<file path="src/rtl/b_seq_pkg.sv">
// Shared types and sizing for the beta-message RAM access sequencer.
// Beat counts follow from the layer size 2^L split into P-value read beats or 2P-value write beats.
package b_seq_pkg;

    localparam int P         = 32;
    localparam int N         = 1024;
    localparam int MAX_LAYER = $clog2(N / 4);
    localparam int CNT_W     = $clog2(N / (4 * P));
    localparam int LAYER_W   = 5;

    localparam logic [CNT_W-1:0] CNT_ONE = {{(CNT_W-1){1'b0}}, 1'b1};

    typedef enum logic [1:0] {
        IDLE  = 2'd0,
        WRITE = 2'd1,
        READ  = 2'd2
    } state_e;

    // Beats needed to move 2^layer values, at least one; out-of-range layers count as one.
    function automatic int unsigned beats_of(input logic [LAYER_W-1:0] layer, input int unsigned per);
        int unsigned vals;
        if (layer > LAYER_W'(MAX_LAYER)) begin
            vals = 32'd1;
        end else begin
            vals = 32'd1 << layer;
        end
        if (vals <= per) begin
            return 32'd1;
        end else begin
            return vals / per;
        end
    endfunction

    function automatic int unsigned wr_beats(input logic [LAYER_W-1:0] layer);
        return beats_of(layer, 32'(2 * P));
    endfunction

    function automatic int unsigned rd_beats(input logic [LAYER_W-1:0] layer);
        return beats_of(layer, 32'(P));
    endfunction

endpackage

</file>
<file path="src/rtl/b_ram_seq.sv">
// Layer-level request sequencer driving the beta RAM write/read ports with aligned read valid.
// Optional macro B_SEQ_RAW_CHECK_EN rejects reads of layers that have not been written since reset.
module b_ram_seq
    import b_seq_pkg::*;
(
    input  logic               clk,
    input  logic               rst,
    input  logic               req_valid,
    output logic               req_ready,
    input  logic               req_write,
    input  logic [LAYER_W-1:0] req_layer,
    output logic               req_err,
    input  logic               wr_beat_valid,
    output logic               wr_beat_ready,
    output logic               wr_last,
    output logic [LAYER_W-1:0] layer_w,
    output logic [LAYER_W-1:0] cnta,
    output logic               w_en,
    output logic [LAYER_W-1:0] layer_r,
    output logic [LAYER_W-1:0] cntb,
    output logic               r_en,
    output logic               rd_valid,
    output logic               rd_last,
    output logic               op_done
);

    state_e             state_r;
    logic [LAYER_W-1:0] lat_layer_r;
    logic [CNT_W-1:0]   cnt_r;
    logic [CNT_W-1:0]   last_idx_r;
    logic               rd_valid_r;
    logic               rd_last_r;
    logic               op_done_r;
    logic               req_err_r;

    logic               raw_ok_s;
    logic               legal_s;
    logic [CNT_W-1:0]   last_idx_s;
    logic               cnt_last_s;
    logic               req_ready_s;
    logic               wr_beat_ready_s;
    logic               w_en_s;
    logic               r_en_s;
    logic [LAYER_W-1:0] layer_w_s;
    logic [LAYER_W-1:0] layer_r_s;
    logic [LAYER_W-1:0] cnta_s;
    logic [LAYER_W-1:0] cntb_s;

`ifdef B_SEQ_RAW_CHECK_EN
    logic [MAX_LAYER-1:0] written_r;

    // Read-after-write guard: a write request is always fine, a read needs its layer bit set.
    always_comb begin
        raw_ok_s = req_write;
        for (int i = 1; i <= MAX_LAYER; i++) begin
            raw_ok_s = raw_ok_s | ((req_layer == LAYER_W'(i)) & written_r[i-1]);
        end
    end

    // Record each layer whose write completed; only reset clears the record.
    always_ff @(posedge clk) begin
        if (rst) begin
            written_r <= {MAX_LAYER{1'b0}};
        end else if (w_en_s && cnt_last_s) begin
            for (int i = 1; i <= MAX_LAYER; i++) begin
                if (lat_layer_r == LAYER_W'(i)) begin
                    written_r[i-1] <= 1'b1;
                end
            end
        end
    end
`else
    assign raw_ok_s = 1'b1;
`endif

    assign legal_s    = (req_layer != {LAYER_W{1'b0}}) && (req_layer <= LAYER_W'(MAX_LAYER)) && raw_ok_s;
    assign last_idx_s = req_write ? CNT_W'(wr_beats(req_layer) - 32'd1)
                                  : CNT_W'(rd_beats(req_layer) - 32'd1);
    assign cnt_last_s = (cnt_r == last_idx_r);

    // Port strobes decoded from state; everything outside its active state is zero.
    always_comb begin
        req_ready_s     = 1'b0;
        wr_beat_ready_s = 1'b0;
        w_en_s          = 1'b0;
        r_en_s          = 1'b0;
        layer_w_s       = {LAYER_W{1'b0}};
        layer_r_s       = {LAYER_W{1'b0}};
        cnta_s          = {LAYER_W{1'b0}};
        cntb_s          = {LAYER_W{1'b0}};
        case (state_r)
            IDLE: begin
                req_ready_s = ~rst;
            end
            WRITE: begin
                wr_beat_ready_s = 1'b1;
                w_en_s          = wr_beat_valid;
                layer_w_s       = lat_layer_r;
                cnta_s          = {{(LAYER_W-CNT_W){1'b0}}, cnt_r};
            end
            READ: begin
                r_en_s    = 1'b1;
                layer_r_s = lat_layer_r;
                cntb_s    = {{(LAYER_W-CNT_W){1'b0}}, cnt_r};
            end
            default: begin
                req_ready_s = 1'b0;
            end
        endcase
    end

    // FSM, beat counter, and the pulses delayed one cycle to line up with the RAM's registered read.
    always_ff @(posedge clk) begin
        if (rst) begin
            state_r     <= IDLE;
            lat_layer_r <= {LAYER_W{1'b0}};
            cnt_r       <= {CNT_W{1'b0}};
            last_idx_r  <= {CNT_W{1'b0}};
            rd_valid_r  <= 1'b0;
            rd_last_r   <= 1'b0;
            op_done_r   <= 1'b0;
            req_err_r   <= 1'b0;
        end else begin
            rd_valid_r <= r_en_s;
            rd_last_r  <= r_en_s & cnt_last_s;
            op_done_r  <= 1'b0;
            req_err_r  <= 1'b0;
            case (state_r)
                IDLE: begin
                    if (req_valid) begin
                        if (legal_s) begin
                            lat_layer_r <= req_layer;
                            cnt_r       <= {CNT_W{1'b0}};
                            last_idx_r  <= last_idx_s;
                            state_r     <= req_write ? WRITE : READ;
                        end else begin
                            req_err_r <= 1'b1;
                        end
                    end
                end
                WRITE: begin
                    if (w_en_s) begin
                        if (cnt_last_s) begin
                            state_r   <= IDLE;
                            cnt_r     <= {CNT_W{1'b0}};
                            op_done_r <= 1'b1;
                        end else begin
                            cnt_r <= cnt_r + CNT_ONE;
                        end
                    end
                end
                READ: begin
                    if (cnt_last_s) begin
                        state_r   <= IDLE;
                        cnt_r     <= {CNT_W{1'b0}};
                        op_done_r <= 1'b1;
                    end else begin
                        cnt_r <= cnt_r + CNT_ONE;
                    end
                end
                default: begin
                    state_r <= IDLE;
                end
            endcase
        end
    end

    assign req_ready     = req_ready_s;
    assign req_err       = req_err_r;
    assign wr_beat_ready = wr_beat_ready_s;
    assign wr_last       = w_en_s & cnt_last_s;
    assign layer_w       = layer_w_s;
    assign cnta          = cnta_s;
    assign w_en          = w_en_s;
    assign layer_r       = layer_r_s;
    assign cntb          = cntb_s;
    assign r_en          = r_en_s;
    assign rd_valid      = rd_valid_r;
    assign rd_last       = rd_last_r;
    assign op_done       = op_done_r;

endmodule

</file>
<file path="config.mk">
export PLATFORM = sky130hd
export DESIGN_NAME = b_ram_seq
export DESIGN_NICKNAME = d
export VERILOG_FILES = /design/src/rtl/b_seq_pkg.sv /design/src/rtl/b_ram_seq.sv
export SDC_FILE = /design/constraint.sdc
export NUM_CORES = 1
export LEC_CHECK = 0
export CELL_PAD_IN_SITES_DETAIL_PLACEMENT = 1
export CELL_PAD_IN_SITES_GLOBAL_PLACEMENT = 2
export CORE_ASPECT_RATIO = 1.75
export CORE_UTILIZATION = 25
export DETAILED_ROUTE_END_ITERATION = 10
export GPL_ROUTABILITY_DRIVEN = 0
export PLACE_DENSITY_LB_ADDON = 0.1
export SYNTH_ARGS = -nofsm -noshare
export SYNTH_HDL_FRONTEND = slang
export SYNTH_SLANG_ARGS = --single-unit
</file>
<file path="constraint.sdc">
create_clock -name clk -period 1.9 [get_ports clk]
set_input_delay 0.19 -clock clk [delete_from_list [all_inputs] [get_ports clk]]
set_output_delay 0.19 -clock clk [all_outputs]
set_load 0.005 [all_outputs]
</file>
Figure 1. Met1 routing (run 1).
The bar under the picture is 20 um long. Cells faint in the background.
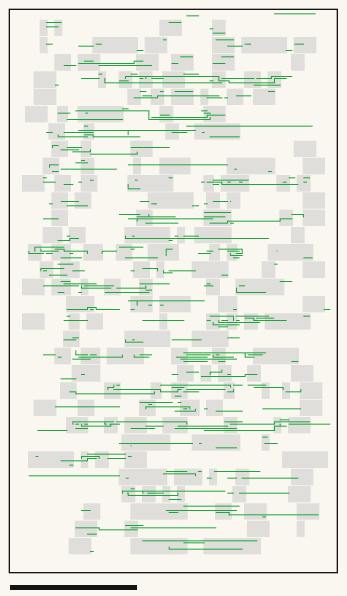
nets with wire on the layer: 159
wire length on this layer: 1,150 um

Figure 2. M2 wires (run 1).
The bar under the picture is 20 um long. Cells faint in the background.
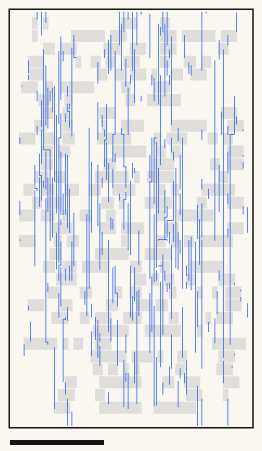
main direction: vertical
share of all routed wire: 59%
Final Routed Wirelength: 3118 um
total vias in the final route: 1,072
global-route met2 utilization: 28.57%

==> run notes, run 1 <==
Figures from the implementation reports.

- The fraction of met1 tracks used by global routing is 15.01%.
- Leaving out the clock tree, the finished layout contains an inverter count of 4.
- The internal power component reads ~670 uW.
- The worst clock skew is ~0.0024 ns.
- The worst register-to-register path has a depth of 7.
- The type recorded for the worst min-delay path is reg -> reg.
- The routed length on met2 reads 1848 um.
- The area of the synthesized netlist per yosys stat is 0.001069 mm^2.
- The smallest setup slack after layout reads about 0.088 ns.
- The worst hold path begins at lat_layer_r[4].
- Detailed routing placed a total of between 70 and 80 um of wire on met3.
- The cell resize tally after clock tree synthesis reads 2.
- The cell sitting at the root of the clock tree is a sky130_fd_sc_hd__clkbuf_8.
- Summed over all sequential cells, the power is between 300 and 400 uW.
- The startpoint of the most critical setup path is state_r[1].
- The sequential standard cell area reads between 300 and 400 um^2.
- The highest metal layer with signal wires reads met4.
- The non-clock buffer count in the final layout is 54.
- The maximum count of clock buffers along a single path is 2.
- The placed standard-cell area reads 0.001583 mm^2.
- For reference, the post-synthesis area per instance comes to between 8 and 9 um^2.
- During synthesis, Yosys emitted a total of 0 warnings.
- The via count of the first global-routing pass is about 1,000.
- The critical setup path kind reads reg -> out.
- The floorplan report lists the tap cell count as between 40 and 50.
- The capture point of the worst register-to-register path is recorded as cnt_r[2].
- The number of max-slew violations in the final report reads 0.
- The number of core rows reads 31.
- The required time at the worst endpoint is listed as 1.71 ns.
- The switching portion of total power comes to approximately 28%.
- The largest area contributor in the synthesized netlist is sky130_fd_sc_hd__dfxtp_1.
- TritonCTS built the clock tree.
- The largest part of the power goes to sequential cells.
- The flow ran to the end, and the final reports show no timing, DRC or antenna violations.
- The synthesis report lists the most area-consuming cells as sky130_fd_sc_hd__dfxtp_1, sky130_fd_sc_hd__and2_1, sky130_fd_sc_hd__ha_1.
- The final design area excluding fillers reads approximately 0.0017 mm^2.
- The primary flip-flop cell chosen by synthesis mapping is sky130_fd_sc_hd__dfxtp_1.
- ~98 cells are multi-input combinational gates.
- The total number of H-tree levels reads 1.
- The number of iterations in the first detailed-routing pass reads 4.
- By instance count after routing, the leading logic cell types are sky130_fd_sc_hd__clkdlybuf4s50_1, sky130_fd_sc_hd__buf_4, sky130_fd_sc_hd__and2_1.
- The analysis reports a worst IR drop on VDD of about 0.22 mV.
- Summing over the stages, the warning tally comes to 30.
- The area fraction in xor and xnor cells reads approximately 3.3%.
Figure 3. Signal wires on met3 (run 1).
The bar under the picture is 20 um long. Cells faint in the background.
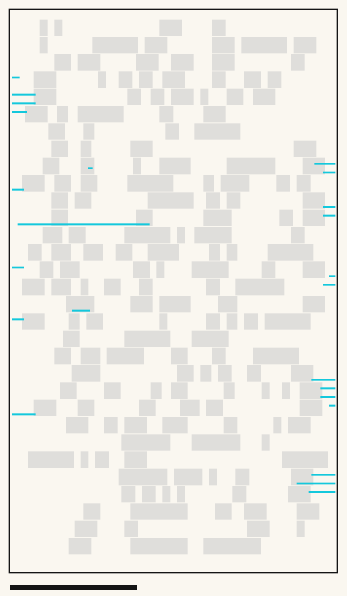
wire length on this layer: 72.9 um
nets with wire on the layer: 22
main direction: horizontal
share of all routed wire: 2.3%

Figure 4. Track usage over the die (run 1).
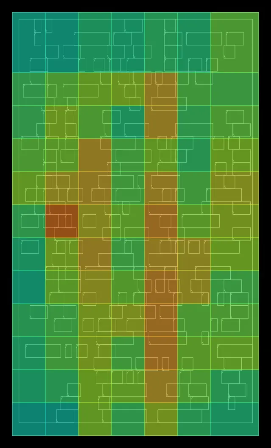
final standard cell utilization of the core: 42.00%
post-DR wirelength/cell: 13.80 um
most heavily used metal layer in global routing: met2

Figure 5. Pin map (run 1).
The bar under the picture is 20 um long. Pins as bars across the die edge, other pins in gray.
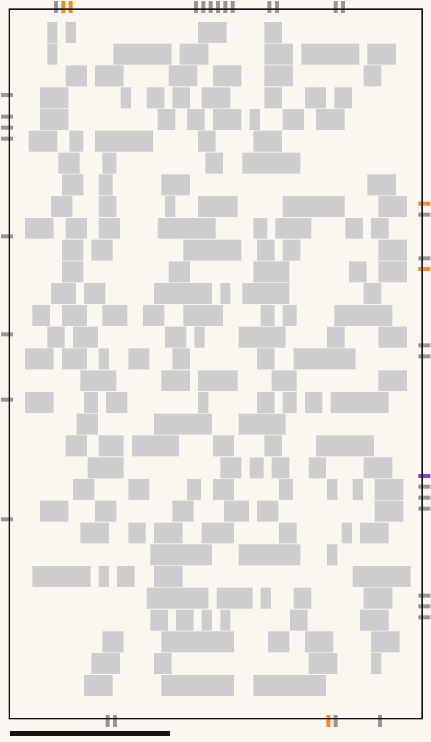

==> run 2, diff against run 1 <==
Settings changed: MAX_ROUTING_LAYER set to met4, PLACE_DENSITY set to 0.83, PLACE_DENSITY_LB_ADDON 0.1 to not set.
Figure 6. Pin map (run 2).
The bar under the picture is 20 um long. Pins as bars across the die edge, other pins in gray.
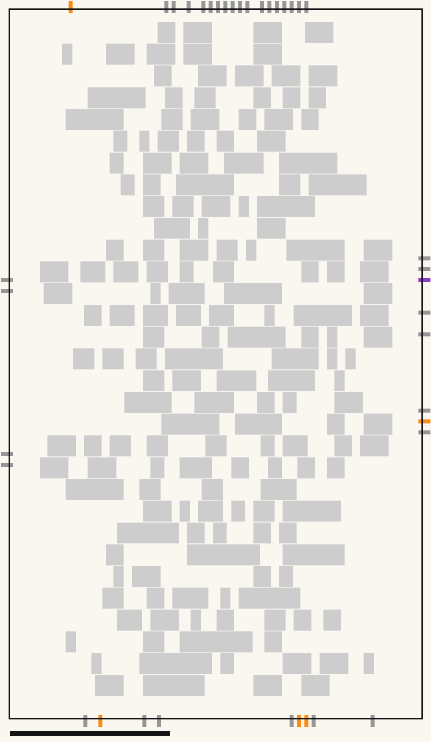
[orange] cntb | pins: 5 | direction: output | edge: 3 south, 1 east, 1 north
[purple] op_done | pins: 1 | direction: output | edge: east
all pins by edge: 18 north, 9 south, 8 east, 4 west
count of buffers from port buffering: 34
Die Y-Extent: 88.49 um
Die X-Extent: 51.42 um

Figure 7. Track usage over the die (run 2).
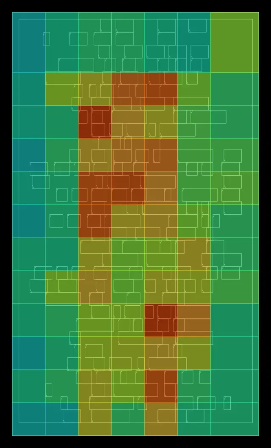
met3 Resource Use GR: 1.375%
final standard cell utilization of the core: 40.84%

==> run 2 against run 1 <==
Effect of this change: final cell count is 2.7% lower; sequential cell count stayed put; die area stayed put; hold slack better by 0.0071 ns; critical path depth is 1 lower; critical path type unchanged; largest cell class unchanged; highest routed layer unchanged.
==> run notes, run 2 <==
Figures from the implementation reports.

- The maximum count of clock buffers along a single path is 2.
- The final timing report gives a worst setup slack of slightly below 0.1 ns.
- Counting plain and timing-repair buffers in the layout gives between 40 and 50.
- Per the CTS log, the root buffer master is sky130_fd_sc_hd__clkbuf_8.
- The highest metal layer with signal wires is met4.
- The global router reports that the layer with the highest usage is met2.
- The worst clock skew reads approximately 0.0062 ns.
- Summed over all instances, the cell type with the most area after synthesis is sky130_fd_sc_hd__dfxtp_1.
- The count of inverters other than clock inverters in the layout reads 4.
- The via count of the first global-routing pass is between 1,000 and 1,500.
- At the worst endpoint, the required time is ~1.7 ns.
- STA lists the startpoint of the worst hold path as lat_layer_r[4].
- The number of iterations in the first detailed-routing pass reads 4.
- Net switching is around 30% of the power.
- The power in sequential cells is 389 uW.
- The heaviest power group is sequential cells.
- The sequential standard cell area is roughly 350 um^2.
- Yosys attributes the largest share of cell area to sky130_fd_sc_hd__dfxtp_1, sky130_fd_sc_hd__and2_1, sky130_fd_sc_hd__ha_1.
- The fraction of met1 tracks used by global routing is between 10% and 20%.
- The total number of multi-input combinational cells reads between 90 and 100.
- The amount of wire on met3 after detailed routing reads about 63 um.
- For this floorplan the total number of well-tap instances is between 40 and 50.
- Detailed routing placed a total of 1803 um of wire on met2.
- The number of max-slew violations in the final report is 0.
- The endpoint of the most critical register-to-register path reads state_r[1].
- The average size of a mapped cell is about 8.8 um^2.
- The type of the worst min-delay path is reg -> reg.
- The internal power component reads between 600 and 700 uW.
- By instance count after routing, the leading logic cell types are sky130_fd_sc_hd__clkdlybuf4s50_1, sky130_fd_sc_hd__and2_1, sky130_fd_sc_hd__dfxtp_1, sky130_fd_sc_hd__buf_4, sky130_fd_sc_hd__nor2b_1.
- The placed standard-cell area is roughly 0.0016 mm^2.
- The run finished with clean final reports.
- The average detailed-routed wire length per instance reads between 10 and 15 um.
- For reference, XOR and XNOR gates occupy roughly 3.3% of the area reported after synthesis.
- In this run the VDD rail shows a maximum IR drop of ~0.24 mV.
- Post-CTS repair ended up resizing 4 cells.
- The area of the synthesized netlist per yosys stat reads approximately 0.0011 mm^2.
- OpenROAD emitted warnings numbering 30.
Power is estimated from default activity; no workload was simulated.
